==> config.mk <==
export PLATFORM = sky130hd
export DESIGN_NAME = prog_loader_flat
export DESIGN_NICKNAME = d
export VERILOG_FILES = /design/src/rtl/loader_pkg.sv /design/src/rtl/prog_loader_if.sv /design/src/rtl/prog_loader_cksum.sv /design/src/rtl/prog_loader.sv /design/src/flat_wrapper.sv
export SDC_FILE = /design/constraint.sdc
export NUM_CORES = 1
export LEC_CHECK = 0
export ABC_AREA = 1
export CAP_MARGIN = 20
export CORE_ASPECT_RATIO = 0.5
export CORE_MARGIN = 1
export CORE_UTILIZATION = 45
export CTS_CLUSTER_DIAMETER = 150
export DETAILED_ROUTE_END_ITERATION = 8
export PLACE_DENSITY = 0.65
export SYNTH_ARGS = -nofsm -noshare
export SYNTH_HDL_FRONTEND = slang
export SYNTH_SLANG_ARGS = --single-unit
==> constraint.sdc <==
create_clock -name clk -period 2.2 [get_ports clk]
set_clock_uncertainty 0.15 [all_clocks]
set_input_delay 0.22 -clock clk [delete_from_list [all_inputs] [get_ports clk]]
set_output_delay 0.22 -clock clk [all_outputs]
set_load 0.01 [all_outputs]
==> src/rtl/loader_pkg.sv <==
// Shared types and widths for the program loader: FSM state encoding,
// bus widths and a helper that says which states accept stream bytes.
package loader_pkg;

    localparam int ADDR_W = 15;
    localparam int WORD_W = 16;
    localparam int BYTE_W = 8;

    typedef enum logic [2:0] {
        ST_IDLE,
        ST_LEN_HI,
        ST_LEN_LO,
        ST_DATA_HI,
        ST_DATA_LO,
        ST_CHECK,
        ST_DONE,
        ST_ERROR
    } state_t;

    // True for every state in which the loader is consuming stream bytes.
    function automatic logic is_rx(input state_t s);
        return (s == ST_LEN_HI) || (s == ST_LEN_LO) || (s == ST_DATA_HI) ||
               (s == ST_DATA_LO) || (s == ST_CHECK);
    endfunction

endpackage

==> src/rtl/prog_loader_if.sv <==
// Session control, byte-stream handshake and instruction-memory write bus.
// master = stream source / supervisor, slave = the loader itself.
interface prog_loader_if;
    import loader_pkg::*;

    logic              start;
    logic              in_valid;
    logic [BYTE_W-1:0] in_data;
    logic              in_ready;
    logic              rom_we;
    logic [ADDR_W-1:0] rom_addr;
    logic [WORD_W-1:0] rom_data;
    logic              cpu_reset;
    logic              busy;
    logic              done;
    logic              error;

    modport master (
        output start, in_valid, in_data,
        input  in_ready, rom_we, rom_addr, rom_data, cpu_reset, busy, done, error
    );

    modport slave (
        input  start, in_valid, in_data,
        output in_ready, rom_we, rom_addr, rom_data, cpu_reset, busy, done, error
    );

endinterface

==> src/rtl/prog_loader_cksum.sv <==
// Running modulo-256 byte checksum. sum_zero reports whether the total,
// including the byte currently presented on add_data, comes to zero, so the
// FSM can judge the checksum byte on the very edge that transfers it.
module prog_loader_cksum
    import loader_pkg::*;
(
    input  logic              clk,
    input  logic              reset,
    input  logic              clear,
    input  logic              add_en,
    input  logic [BYTE_W-1:0] add_data,
    output logic              sum_zero
);

    logic [BYTE_W-1:0] sum_reg;
    logic [BYTE_W-1:0] sum_with;

    assign sum_with = sum_reg + add_data;
    assign sum_zero = (sum_with == '0);

    // Accumulate every transferred byte; cleared at reset and session start.
    always_ff @(posedge clk) begin
        if (reset || clear) begin
            sum_reg <= '0;
        end else if (add_en) begin
            sum_reg <= sum_with;
        end
    end

endmodule

==> src/rtl/prog_loader.sv <==
// Boot image loader: receives a length-prefixed, checksummed byte stream,
// writes 16-bit words into instruction memory and holds the CPU in reset
// until a complete image with a good checksum has been received.
module prog_loader
    import loader_pkg::*;
#(
    parameter int MAX_WORDS = 32768
) (
    input  logic          clk,
    input  logic          reset,
    prog_loader_if.slave  bus
);

    localparam logic [16:0] MAX_W = 17'(MAX_WORDS);

    state_t              state_reg, state_next;
    logic                start_accept;
    logic                xfer;
    logic                sum_zero;
    logic                len_bad;
    logic                last_word;
    logic [15:0]         n_next;

    logic [BYTE_W-1:0]   len_hi_reg;
    logic [15:0]         n_reg;
    logic [BYTE_W-1:0]   hi_reg;
    logic [ADDR_W-1:0]   idx_reg;

    logic                in_ready_reg;
    logic                rom_we_reg;
    logic [ADDR_W-1:0]   rom_addr_reg;
    logic [WORD_W-1:0]   rom_data_reg;
    logic                cpu_reset_reg;
    logic                busy_reg;
    logic                done_reg;
    logic                error_reg;

    // in_ready is a register, so a transfer only depends on it and in_valid.
    assign xfer      = bus.in_valid && in_ready_reg;
    assign n_next    = {len_hi_reg, bus.in_data};
    assign len_bad   = (n_next == 16'd0) || ({1'b0, n_next} > MAX_W);
    assign last_word = ({1'b0, idx_reg} == (n_reg - 16'd1));

    prog_loader_cksum u_cksum (
        .clk      (clk),
        .reset    (reset),
        .clear    (start_accept),
        .add_en   (xfer),
        .add_data (bus.in_data),
        .sum_zero (sum_zero)
    );

    // FSM state register.
    always_ff @(posedge clk) begin
        if (reset) begin
            state_reg <= ST_IDLE;
        end else begin
            state_reg <= state_next;
        end
    end

    // Next-state logic: sessions start only from a resting state, and each
    // receive state advances only on a byte transfer (no timeout).
    always_comb begin
        state_next   = state_reg;
        start_accept = 1'b0;
        case (state_reg)
            ST_IDLE, ST_DONE, ST_ERROR: begin
                if (bus.start) begin
                    state_next   = ST_LEN_HI;
                    start_accept = 1'b1;
                end
            end
            ST_LEN_HI:  if (xfer) state_next = ST_LEN_LO;
            ST_LEN_LO:  if (xfer) state_next = len_bad ? ST_ERROR : ST_DATA_HI;
            ST_DATA_HI: if (xfer) state_next = ST_DATA_LO;
            ST_DATA_LO: if (xfer) state_next = last_word ? ST_CHECK : ST_DATA_HI;
            ST_CHECK:   if (xfer) state_next = sum_zero ? ST_DONE : ST_ERROR;
            default:    state_next = ST_IDLE;
        endcase
    end

    // Byte assembly, word index and registered outputs (derived from the
    // next state so status flags line up with the state they describe).
    always_ff @(posedge clk) begin
        if (reset) begin
            len_hi_reg    <= '0;
            n_reg         <= '0;
            hi_reg        <= '0;
            idx_reg       <= '0;
            in_ready_reg  <= 1'b0;
            rom_we_reg    <= 1'b0;
            rom_addr_reg  <= '0;
            rom_data_reg  <= '0;
            cpu_reset_reg <= 1'b0;
            busy_reg      <= 1'b0;
            done_reg      <= 1'b0;
            error_reg     <= 1'b0;
        end else begin
            in_ready_reg <= is_rx(state_next);
            busy_reg     <= is_rx(state_next);
            done_reg     <= (state_next == ST_DONE);
            error_reg    <= (state_next == ST_ERROR);
            rom_we_reg   <= 1'b0;

            // The CPU is released only by a good image; an aborted load keeps it held.
            if (start_accept) begin
                cpu_reset_reg <= 1'b1;
            end else if (state_next == ST_DONE) begin
                cpu_reset_reg <= 1'b0;
            end

            if (xfer) begin
                case (state_reg)
                    ST_LEN_HI:  len_hi_reg <= bus.in_data;
                    ST_LEN_LO: begin
                        n_reg   <= n_next;
                        idx_reg <= '0;
                    end
                    ST_DATA_HI: hi_reg <= bus.in_data;
                    ST_DATA_LO: begin
                        rom_we_reg   <= 1'b1;
                        rom_addr_reg <= idx_reg;
                        rom_data_reg <= {hi_reg, bus.in_data};
                        // Hold at the last index rather than wrapping past MAX_WORDS-1.
                        if (!last_word) begin
                            idx_reg <= idx_reg + 1'b1;
                        end
                    end
                    default: ;
                endcase
            end
        end
    end

    assign bus.in_ready  = in_ready_reg;
    assign bus.rom_we    = rom_we_reg;
    assign bus.rom_addr  = rom_addr_reg;
    assign bus.rom_data  = rom_data_reg;
    assign bus.cpu_reset = cpu_reset_reg;
    assign bus.busy      = busy_reg;
    assign bus.done      = done_reg;
    assign bus.error     = error_reg;

endmodule

==> src/flat_wrapper.sv <==
// flat-port wrapper written by rule: the top's interface ports become plain ports
module prog_loader_flat import loader_pkg::*;
#(
    parameter int MAX_WORDS = 32768
)
  (clk, reset, bus_start, bus_in_valid, bus_in_data, bus_in_ready, bus_rom_we, bus_rom_addr, bus_rom_data, bus_cpu_reset, bus_busy, bus_done, bus_error);
  prog_loader_if bus_i ();
  input  logic clk;
  input  logic reset;
  input wire logic [$bits(bus_i.start)-1:0] bus_start;
  input wire logic [$bits(bus_i.in_valid)-1:0] bus_in_valid;
  input wire logic [$bits(bus_i.in_data)-1:0] bus_in_data;
  output wire logic [$bits(bus_i.in_ready)-1:0] bus_in_ready;
  output wire logic [$bits(bus_i.rom_we)-1:0] bus_rom_we;
  output wire logic [$bits(bus_i.rom_addr)-1:0] bus_rom_addr;
  output wire logic [$bits(bus_i.rom_data)-1:0] bus_rom_data;
  output wire logic [$bits(bus_i.cpu_reset)-1:0] bus_cpu_reset;
  output wire logic [$bits(bus_i.busy)-1:0] bus_busy;
  output wire logic [$bits(bus_i.done)-1:0] bus_done;
  output wire logic [$bits(bus_i.error)-1:0] bus_error;
  assign bus_i.start = bus_start;
  assign bus_i.in_valid = bus_in_valid;
  assign bus_i.in_data = bus_in_data;
  assign bus_in_ready = bus_i.in_ready;
  assign bus_rom_we = bus_i.rom_we;
  assign bus_rom_addr = bus_i.rom_addr;
  assign bus_rom_data = bus_i.rom_data;
  assign bus_cpu_reset = bus_i.cpu_reset;
  assign bus_busy = bus_i.busy;
  assign bus_done = bus_i.done;
  assign bus_error = bus_i.error;
  prog_loader #(.MAX_WORDS(MAX_WORDS)) u_core (.clk(clk), .reset(reset), .bus(bus_i));
endmodule
Fig. 1: run 1, local utilization
(3 px per µm) 15 x 7 tiles, from dark blue (low) to red (high), 0 to 100% covered.
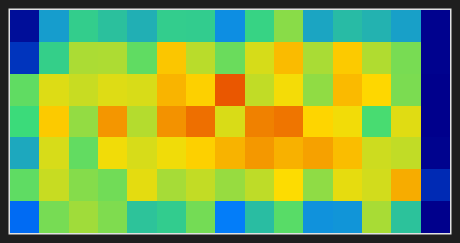
fullest tile = 90%
densest ninth of the die = middle
nearly empty tiles = 5.7%
mean over tiles = 57%
tiles over 75% full = 21%
core area: 9790 µm²
Pre-Place Util: 0.481
final core utilization: 0.652

Fig. 2: run 1, placement by cell class
(3 px per µm)
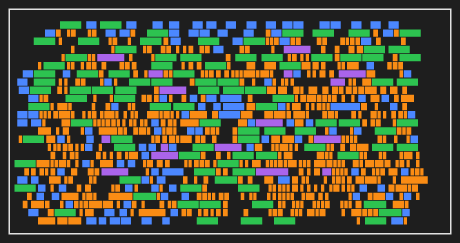
combinational and other logic -> orange  # cells 548, share of their area 47%
clock drivers and dummy loads -> purple  # cells 16, share of their area 5.1%
remaining buffers and delay cells -> blue  # cells 123, share of their area 18%
sequential cells -> green  # cells 94, share of their area 30%

Fig. 3: run 1, wires at chosen ports, followed through buffers
(2 px per µm)
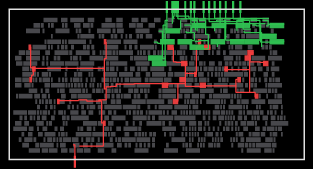
`reset` -> red  # bits 1, direction input, edge bottom, end cells 21, buffers 2, wire 352 µm
`bus_rom_addr` -> green  # bits 15, direction output, edge top, end cells 15, buffers 15, wire 487 µm

Fig. 4: run 1, M1 wires
(4 px per µm) Supply wires on this layer in grey.
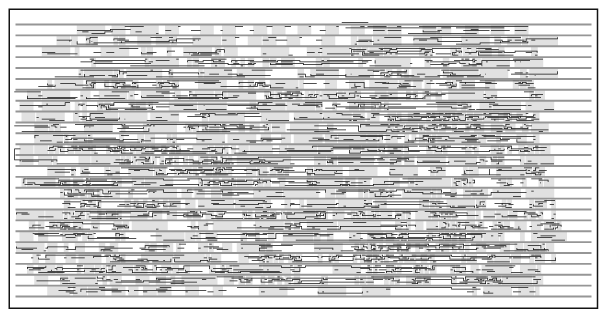
main direction = horizontal
nets with wire on the layer = 760

run 1: logic make-up (layout without fill, tap and decap cells):
logic type | after synthesis | after routing | share of synthesized area
buffers and inverters | 97 | 209 | 0.0842
DFF | 94 | 94 | 0.399
adders and majority gates | 10 | 10 | 0.0282
and+or+nand+nor | 292 | 292 | 0.270
AOI/OAI and AO/OA | 153 | 153 | 0.176
xor gates and xnor gates | 23 | 23 | 0.0428
run 1: power by group through the flow:
stage	logic (mW)	clock network (mW)	registers [mW]
5_1_grt	0.549	1.75	1.76
2_1_floorplan	0.254	0	1.80
4_1_cts	0.467	1.68	1.76
3_5_place_dp	0.434	0	1.80
3_3_place_gp	0.432	0	1.80
6_report	0.498	1.64	1.76
run 1: worst max-delay path, cell delays in order (launching register included):
cell and delay (ns):
dfxtp_2 0.33, buf_6 0.11, nor2_4 0.12, nand2_4 0.08
nor2_4 0.16, nand2_1 0.07, nand2_1 0.06, nand2_1 0.06
nor2_1 0.11, nand2_2 0.08, nor2_4 0.17, nand3_4 0.10
o21ai_4 0.14, buf_12 0.15, buf_16 0.13, nand2_4 0.05
a21oi_2 0.10
run 1: Yosys cell counts (8+ instances only):
cell      number  area [µm²]
nor3_1         8        40.0
nand4_1       11        68.8
o21ai_0       73         365
clkbuf_1      18        67.6
nand3_1       30         150
a21oi_2        8        70.1
nor2_1       103         387
dfxtp_1       94        1880
ha_1           9         113
a21oi_1       61         305
nand2_1      110         413
xor2_1        19         166
nor4_1         8        50.1
inv_1         67         251
nand2_2       10        62.6
run 1: routing by layer:
layer  track usage  vias up
met3        0.0534       12
met5             0        -
met2         0.390      137
met1         0.350     2179
met4        0.0648        0
li1              -     2410
run 1: metrics by stage:
stage               cells  utilization
CTS                   915        0.647
detailed placement    889        0.585
finish                916        0.652
global placement      889        0.585
floorplan             669            -
global route          916        0.652
run 1: area by class of cell:
type	count	area [µm²]
Inverter	70	268
Multi-Input combinational cell	478	2630
Clock inverter	5	63.8
Fill cell	879	3400
Tap cell	135	169
Clock buffer	11	253
Timing Repair Buffer	123	1120
Sequential cell	94	1890
run 1: how the worst min path moves through the flow:
| stage | slack [ns] | endpoint | from |
|---|---|---|---|
| floorplan | 0.20 | u_core.len_hi_reg[2] | bus_in_data[2] |
| CTS | 0.32 | u_core.bus.cpu_reset | u_core.bus.cpu_reset |
| detailed placement | 0.30 | u_core.bus.cpu_reset | u_core.bus.cpu_reset |
| global placement | 0.31 | u_core.u_cksum.sum_reg[0] | u_core.u_cksum.sum_reg[0] |
| global route | 0.33 | u_core.bus.cpu_reset | u_core.bus.cpu_reset |
| finish | 0.32 | u_core.bus.cpu_reset | u_core.bus.cpu_reset |
run 1: repair_timing:
action | CTS | global route
pin swaps | 10 | 11
gates cloned | 2 | 0
setup endpoints to repair | 21 | 22
buffers inserted | 8 | 2
gates resized | 43 | 17
==> changes_impl.md, run 1 <==
## Flow update

* Yosys synthesis chip area at about 4700 µm²
* Finish-stage setup viols at 9
* Grt ovf at 0
* N_diodes at 0
* Post-synth EDFFs at 0
* Flop pwr share at 0.452
* Critical path peak fanout at 8
* Final worst slack at -0.0477 ns
* Synthesized instance count at ~670
* Site row count at 25
* RSZ-0062 raised after global routing: true
* Final hold slack at between 0.3 and 0.4 ns
* Least-Margin Pin Slew at about 0.54 ns
* Max-cap violations at 0
* Met3 WL at 839 µm
* Vias in the first global route at around 4.2k
* Reg2reg path depth at 16
* Internal Dissipation at between 2 and 3 mW
* Clock Latency Late Sink at between 0.3 and 0.4 ns
* CP Capture Type: flip-flop
* Critical Path RT at ~2.3 ns
* Slew Limit Fails at 0
* # nets final at approximately 800
* Failing checks: negative setup slack
* Synth Register Bits at around 94
* Post-CTS Hold Buffers at 0
* Final setup TNS at -0.279 ns
* Combinational power share at 0.128
* FF-to-FF End: u_core.idx_reg[7]
* Top layer in use: met4
* Port Buffer Count at ~48
* Fin. Hold Viols at 0
* Synthesized area per cell at ~7.0 µm²
* Async SR Flop Fraction at 0
* P&R area growth vs syn at 35.6%
* Fin area at between 6000 and 7000 µm²
* Switching Fraction at 0.253
* Worst Setup EP: u_core.idx_reg[7]
* Relative slew slack at 0.636
* Status: finished with violations
* Mapped Area at 4710 µm²
* Fmax achieved at approximately 440 MHz
* Drt via density at around 5.2
* Yosys Warn Count at 0
* Kind of critical path: reg -> reg
* I/O Pins at between 40 and 50
* Tally of unique sky130hd cells used after synthesis at 37
* Leak pwr at about 2.9 nW
* Via Count at between 4k and 5k
* Setup crit start kind: flip-flop
* WL/cell at approximately 14 µm
* Reg-to-reg setup timing slack at -0.05 ns
* Total power at ~4 mW
* Initial antenna violation count at 0
* First-pass GRT wire length at approximately 21 mm
* Syn_nets at around 690
* Num CTS Buffers at 9
* WL final at roughly 13 mm
* Worst hold stages at 2
* Most used DFF post-synth: dfxtp_1
* Clock-pin slew on the worst setup and hold paths at roughly 0.070 ns
* Drt drc at 0
* Net switching power at about 0.99 mW
--- run 2 (diff from run 1) ---
--- a/config.mk
+++ b/config.mk
@@ -8,11 +8,11 @@
 export ABC_AREA = 1
 export CAP_MARGIN = 20
 export CORE_ASPECT_RATIO = 0.5
-export CORE_MARGIN = 1
+export CORE_MARGIN = 1.5
 export CORE_UTILIZATION = 45
 export CTS_CLUSTER_DIAMETER = 150
 export DETAILED_ROUTE_END_ITERATION = 8
-export PLACE_DENSITY = 0.65
+export PLACE_DENSITY = 0.63
 export SYNTH_ARGS = -nofsm -noshare
 export SYNTH_HDL_FRONTEND = slang
 export SYNTH_SLANG_ARGS = --single-unit
==> constraint.sdc (replaced) <==
create_clock -name clk -period 2.9 [get_ports clk]
set_clock_uncertainty 0.15 [all_clocks]
set_input_delay 0.29 -clock clk [delete_from_list [all_inputs] [get_ports clk]]
set_output_delay 0.29 -clock clk [all_outputs]
set_load 0.01 [all_outputs]
Fig. 5: run 2, wires at chosen ports, followed through buffers
(2 px per µm)
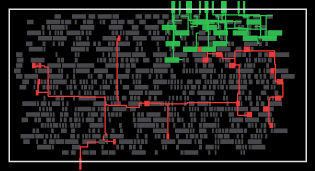
`reset` -> red  # bits 1, direction input, edge bottom, end cells 21, buffers 2, wire 373 µm
`bus_rom_addr` -> green  # bits 15, direction output, edge top, end cells 15, buffers 15, wire 425 µm
I/O Pins: 49
Port Buffer Count: 48

==> run 2 against run 1 <==
  * Global-route usage down 1.5 points
  * The flow now finishes without violations
  * Non-clock buffer count down 58
  * Wire length down 5.6%
==> changes_impl.md, run 2 <==
## Flow update

* MUX share of area at 0
* Switching Fraction at 0.277
* Internal Dissipation at roughly 2 mW
* Sequential Area at roughly 1900 µm²
* Leak pwr at ~2.5 nW
* Peak supply drop at 278 µV
* Post-CTS Resized at 0
* Most used DFF post-synth: dfxtp_1
* Status: complete, no violations
* Cell type with the largest total area: dfxtp_1
* Synthesized instance count at 669
* Reg-to-reg setup timing slack at between 0.3 and 0.4 ns
* Synthesized area per cell at roughly 7 µm²
* P&R area growth vs syn at 20.3%
* Clock Latency Late Sink at about 0.35 ns
* Synth cell count leaders: nand2_1, nor2_1, dfxtp_1
* Grt ovf at 0
* Slew Limit Fails at 0
* Fin. Hold Viols at 0
* Footprint of the multi-input gates at approximately 2400 µm²
* Drt drc at 0
* Simple share at 0.270
* Async SR Flop Fraction at 0
* Area leader share at 0.399
* Via Count at approximately 4.4k
* Combinational power share at 0.103
* Final worst slack at around 0.31 ns
* Final setup TNS at 0 ns
* Setup crit start kind: flip-flop
* First-pass GRT wire length at between 15 and 20 mm
* Top cells by area: dfxtp_1, nand2_1, nor2_1
* Top logic family: simple AND/OR/NAND/NOR gates
* Adder-cell share of the synthesized area at 0.0282
* Yosys Warn Count at 0
* Mapped Area at approximately 4700 µm²
* Core area at around 10000 µm²
* Initial antenna violation count at 0
* Drt via density at ~5.1
* # nets final at about 740
* Fmax achieved at 386 MHz
* RSZ-0062 raised after global routing: false
* Root Buffer: clkbuf_16
* Relative slew slack at 0.624
* Cell mode on critical path: nand2_1
* Kind of critical path: reg -> reg
* Tally of unique sky130hd cells used after synthesis at 37
* Post-CTS Hold Buffers at 0
* Final-layout fill cell count at approximately 1k
* Least-Margin Pin Slew at ~0.56 ns
* Synth Area in Compound Gates at 0.176
* WL/cell at between 10 and 15 µm
* Num CTS Buffers at 9
* Worst path cell trace: inv_1 > ha_1 > nand2_1 > nor2_2 > nand2_1 > nand2_1 > inv_1 > nor2_1 > nand3b_1 > nor2_2 > nand3_2 > o21ai_4 > buf_4 > o21ai_0 > nand2_1 > nor2_1
* Syn_nets at between 600 and 700
* N_diodes at 0
* CP max stage delay at just over 0.3 ns
* Flop pwr share at 0.472
* Critical path peak fanout at 17
* CP Capture Type: flip-flop
* Clock-pin slew on the worst setup and hold paths at ~0.07 ns
* Max-cap violations at 0
* Pre-Place Util at 0.463
* Synth Register Bits at between 90 and 100
* Site row count at 26
-- run 2: cell counts after synthesis --
Identical to the previous run, type by type.
-- run 2: final cells by class --
cell class	count	share of cell area
inverters	70	0.0464
clock inverters	7	0.0144
clock buffers	9	0.0397
multi-input cells	478	0.429
well taps	140	0.0309
repair buffers	65	0.107
flip-flops and latches	94	0.332
-- run 2: worst paths after layout --
kind,to,start,depth (start not counted)
max reg2reg,u_core.idx_reg[2],u_core.n_reg[0],16
min reg2reg,u_core.u_cksum.sum_reg[0],u_core.u_cksum.sum_reg[0],2
min,u_core.u_cksum.sum_reg[0],u_core.u_cksum.sum_reg[0],2
max,u_core.idx_reg[2],u_core.n_reg[0],16
-- run 2: stage by stage --
| stage | instance area [µm²] | hold WS, ns | total power, mW | cells | utilization |
|---|---|---|---|---|---|
| finish | 5670 | 0.317 | 2.83 | 863 | 0.557 |
| global route | 5670 | 0.347 | 2.94 | 863 | 0.557 |
| CTS | 5670 | 0.321 | 2.85 | 863 | 0.557 |
| detailed placement | 5360 | 0.310 | 1.65 | 847 | 0.526 |
| global placement | 5360 | 0.308 | 1.65 | 847 | 0.526 |
| floorplan | 4710 | 0.275 | 1.56 | 669 | - |
-- run 2: cell families after synthesis --
| group | Yosys count |
|---|---|
| flip-flops | 94 |
| XOR/XNOR | 23 |
| adder cells (fa/ha/maj) | 10 |
| AND-OR/OR-AND | 153 |
| AND/OR/NAND/NOR | 292 |
| buffers and inverters | 97 |
-- run 2: routing by layer --
| layer | up-vias | track usage | part of all wire | routed length (µm) |
|---|---|---|---|---|
| met5 | - | 0 | 0 | 0 |
| met4 | 0 | 0.0744 | 0.011 | 133 |
| met3 | 17 | 0.0455 | 0.052 | 643 |
| met2 | 116 | 0.358 | 0.42 | 5180 |
| met1 | 1956 | 0.335 | 0.52 | 6370 |
| li1 | 2283 | - | - | - |
-- run 2: power by group through the flow --
stage	Combinational, mW	Sequential [mW]	Clock [mW]
2_1_floorplan	0.193	1.36	0
3_3_place_gp	0.286	1.37	0
3_5_place_dp	0.287	1.37	0
4_1_cts	0.289	1.34	1.22
5_1_grt	0.328	1.34	1.28
6_report	0.291	1.34	1.20
-- run 2: critical path, delay by kind of cell (launching register included) --
kind,cells,cell delay [ns]
simple gates,10,1.11
compound gates,2,0.22
flops,1,0.31
fa+ha+maj,1,0.21
buf+inv,3,0.46
--- run 3 (diff from run 2) ---
--- a/config.mk
+++ b/config.mk
@@ -13,6 +13,7 @@
 export CTS_CLUSTER_DIAMETER = 150
 export DETAILED_ROUTE_END_ITERATION = 8
 export PLACE_DENSITY = 0.63
+export SLEW_MARGIN = 15
 export SYNTH_ARGS = -nofsm -noshare
 export SYNTH_HDL_FRONTEND = slang
 export SYNTH_SLANG_ARGS = --single-unit
Fig. 6: run 3, placement by cell class
(3 px per µm)
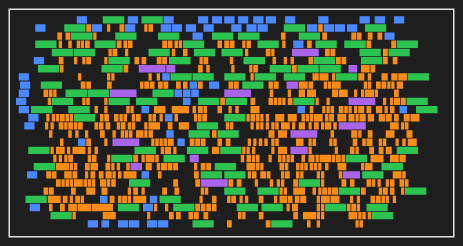
remaining buffers and delay cells -> blue  # cells 65, share of their area 11%
combinational and other logic -> orange  # cells 548, share of their area 49%
clock drivers and dummy loads -> purple  # cells 16, share of their area 5.6%
sequential cells -> green  # cells 94, share of their area 34%
site row count: 26
fin area: 5670 µm²
core area: 10200 µm²
final core utilization: 0.557
Seq/total area: 0.332

==> run 3 against run 2 <==
  * Wire length is the same
  * Critical path depth is the same
  * Design area is the same
  * Utilization is the same
  * Die area is the same
  * Clock power is essentially flat
  * Worst hold slack is the same
  * Largest cell class unchanged
  * Highest routed layer unchanged
==> changes_impl.md, run 3 <==
## Flow update

* CP Capture Type: flip-flop
* Synth Register Bits at between 90 and 100
* Async SR Flop Fraction at 0
* WL final at approximately 12 mm
* N_diodes at 0
* H-tree depth at 3
* WL/cell at ~14 µm
* Drt drc at 0
* Setup crit start kind: flip-flop
* Syn_nets at 691
* Global-route usage over all layers at 0.233
* Grt ovf at 0
* Tool Warnings at 26
* Drt via density at roughly 5.1
* Synth cell count leaders: nand2_1, nor2_1, dfxtp_1
* # nets final at about 740
* Longest Clk Path Bufs at 2
* Status: complete, no violations
* Peak supply drop at 278 µV
* Max-cap violations at 0
* Root Buffer: clkbuf_16
* Synthesized instance count at 669
* Finish-stage setup viols at 0
* Yosys synthesis chip area at 4710 µm²
* Fin. Hold Viols at 0
* Pre-Place Util at 0.463
* Die width at approximately 150 µm
* Footprint of the multi-input gates at between 2000 and 2500 µm²
* Post-synth EDFFs at 0
* Post-CTS Resized at 0
* HPWL reported at the end of detailed placement at about 9.0 mm
* Cell Pwr Density at about 500 nW/µm²
* Most used DFF post-synth: dfxtp_1
* Num CTS Buffers at 9
* Ys cells at around 670
* Critical path peak fanout at 17
* First-pass GRT wire length at 20.0 mm
* Relative slew slack at 0.624
* Via Count at about 4.4k
* Iteration-0 DRC Markers at around 320
* Fmax achieved at around 390 MHz
* Critical Path AT at approximately 2.7 ns
* Clock Latency Late Sink at approximately 0.35 ns
* Synthesized area per cell at approximately 7 µm²
* Cell type with the largest total area: dfxtp_1
* Top cells by area: dfxtp_1, nand2_1, nor2_1
* Yosys Warn Count at 0
* Post-CTS Setup Inserts at 0
* Initial antenna violation count at 0
* Area leader share at 0.399
* Kind of critical path: reg -> reg
* Count leader, synth: nand2_1
* Clock-pin slew on the worst setup and hold paths at around 0.070 ns
* Critical Path RT at 2.99 ns
* Vias in the first global route at between 3k and 4k
* Layout cells sized above 1 at 0.0899
* Post-CTS Hold Buffers at 0
* Sink Count at 94
* Final-layout fill cell count at roughly 1k
* Least-Margin Pin Slew at approximately 0.56 ns
* Type of the worst min-delay path: reg -> reg
* Total power at around 2.8 mW
* I/O Pins at slightly below 50
* Port Buffer Count at 48
* Slew Limit Fails at 0
* Tally of unique sky130hd cells used after synthesis at 37
* Sequential Area at 1880 µm²
* Leak pwr at roughly 2.5 nW
* RSZ-0062 raised after global routing: false
* P&R area growth vs syn at 20.3%
* Mapped Area at approximately 4700 µm²
run 3: per-layer routing:
layer	GRT usage	up-vias	part of all wire
li1	-	2283	-
met1	0.335	1956	0.52
met2	0.358	116	0.42
met3	0.0455	17	0.052
met4	0.0744	0	0.011
met5	0	-	0
run 3: worst paths after layout:
| path | startpoint | endpoint | slack [ns] | cells past startpoint |
|---|---|---|---|---|
| setup / recovery | u_core.n_reg[0] | u_core.idx_reg[2] | 0.31 | 16 |
| hold / removal | u_core.u_cksum.sum_reg[0] | u_core.u_cksum.sum_reg[0] | 0.32 | 2 |
| setup reg to reg | u_core.n_reg[0] | u_core.idx_reg[2] | 0.31 | 16 |
| hold reg to reg | u_core.u_cksum.sum_reg[0] | u_core.u_cksum.sum_reg[0] | 0.32 | 2 |
run 3: where the power goes:
group          internal (mW)  switching [mW]  total [mW]
sequential              1.32          0.0205        1.34
clock                  0.618           0.584        1.20
combinational          0.112           0.179       0.291
run 3: stage by stage:
step           hold WS [ns]  worst slack, ns  setup TNS (ns)  std cells  area (µm²)
2_1_floorplan         0.275            0.694               0        669        4710
3_3_place_gp          0.308           0.0782               0        847        5360
5_1_grt               0.347           0.0805               0        863        5670
4_1_cts               0.321            0.347               0        863        5670
6_report              0.317            0.311               0        863        5670
3_5_place_dp          0.310         -0.00708        -0.00708        847        5360
run 3: logic make-up (layout without fill, tap and decap cells):
kind of cell	count (synthesis)	in the layout	synth area share
AND/OR/NAND/NOR	292	292	0.270
AND-OR/OR-AND	153	153	0.176
buffers and inverters	97	151	0.0842
flip-flops	94	94	0.399
XOR/XNOR	23	23	0.0428
adder cells (fa/ha/maj)	10	10	0.0282
run 3: cell type report:
type | count | share of cell area
Clock inverter | 7 | 0.0144
Multi-Input combinational cell | 478 | 0.429
Sequential cell | 94 | 0.332
Timing Repair Buffer | 65 | 0.107
Clock buffer | 9 | 0.0397
Tap cell | 140 | 0.0309
Inverter | 70 | 0.0464
run 3: worst max-delay path, cell delays in order (launching register included):
cell	delay (ns)
dfxtp_1	0.31
inv_1	0.15
ha_1	0.21
nand2_1	0.15
nor2_2	0.19
nand2_1	0.07
nand2_1	0.06
inv_1	0.03
nor2_1	0.09
nand3b_1	0.10
nor2_2	0.18
nand3_2	0.16
o21ai_4	0.11
buf_4	0.28
o21ai_0	0.11
nand2_1	0.07
nor2_1	0.04
Power and IR drop assume default switching activity.
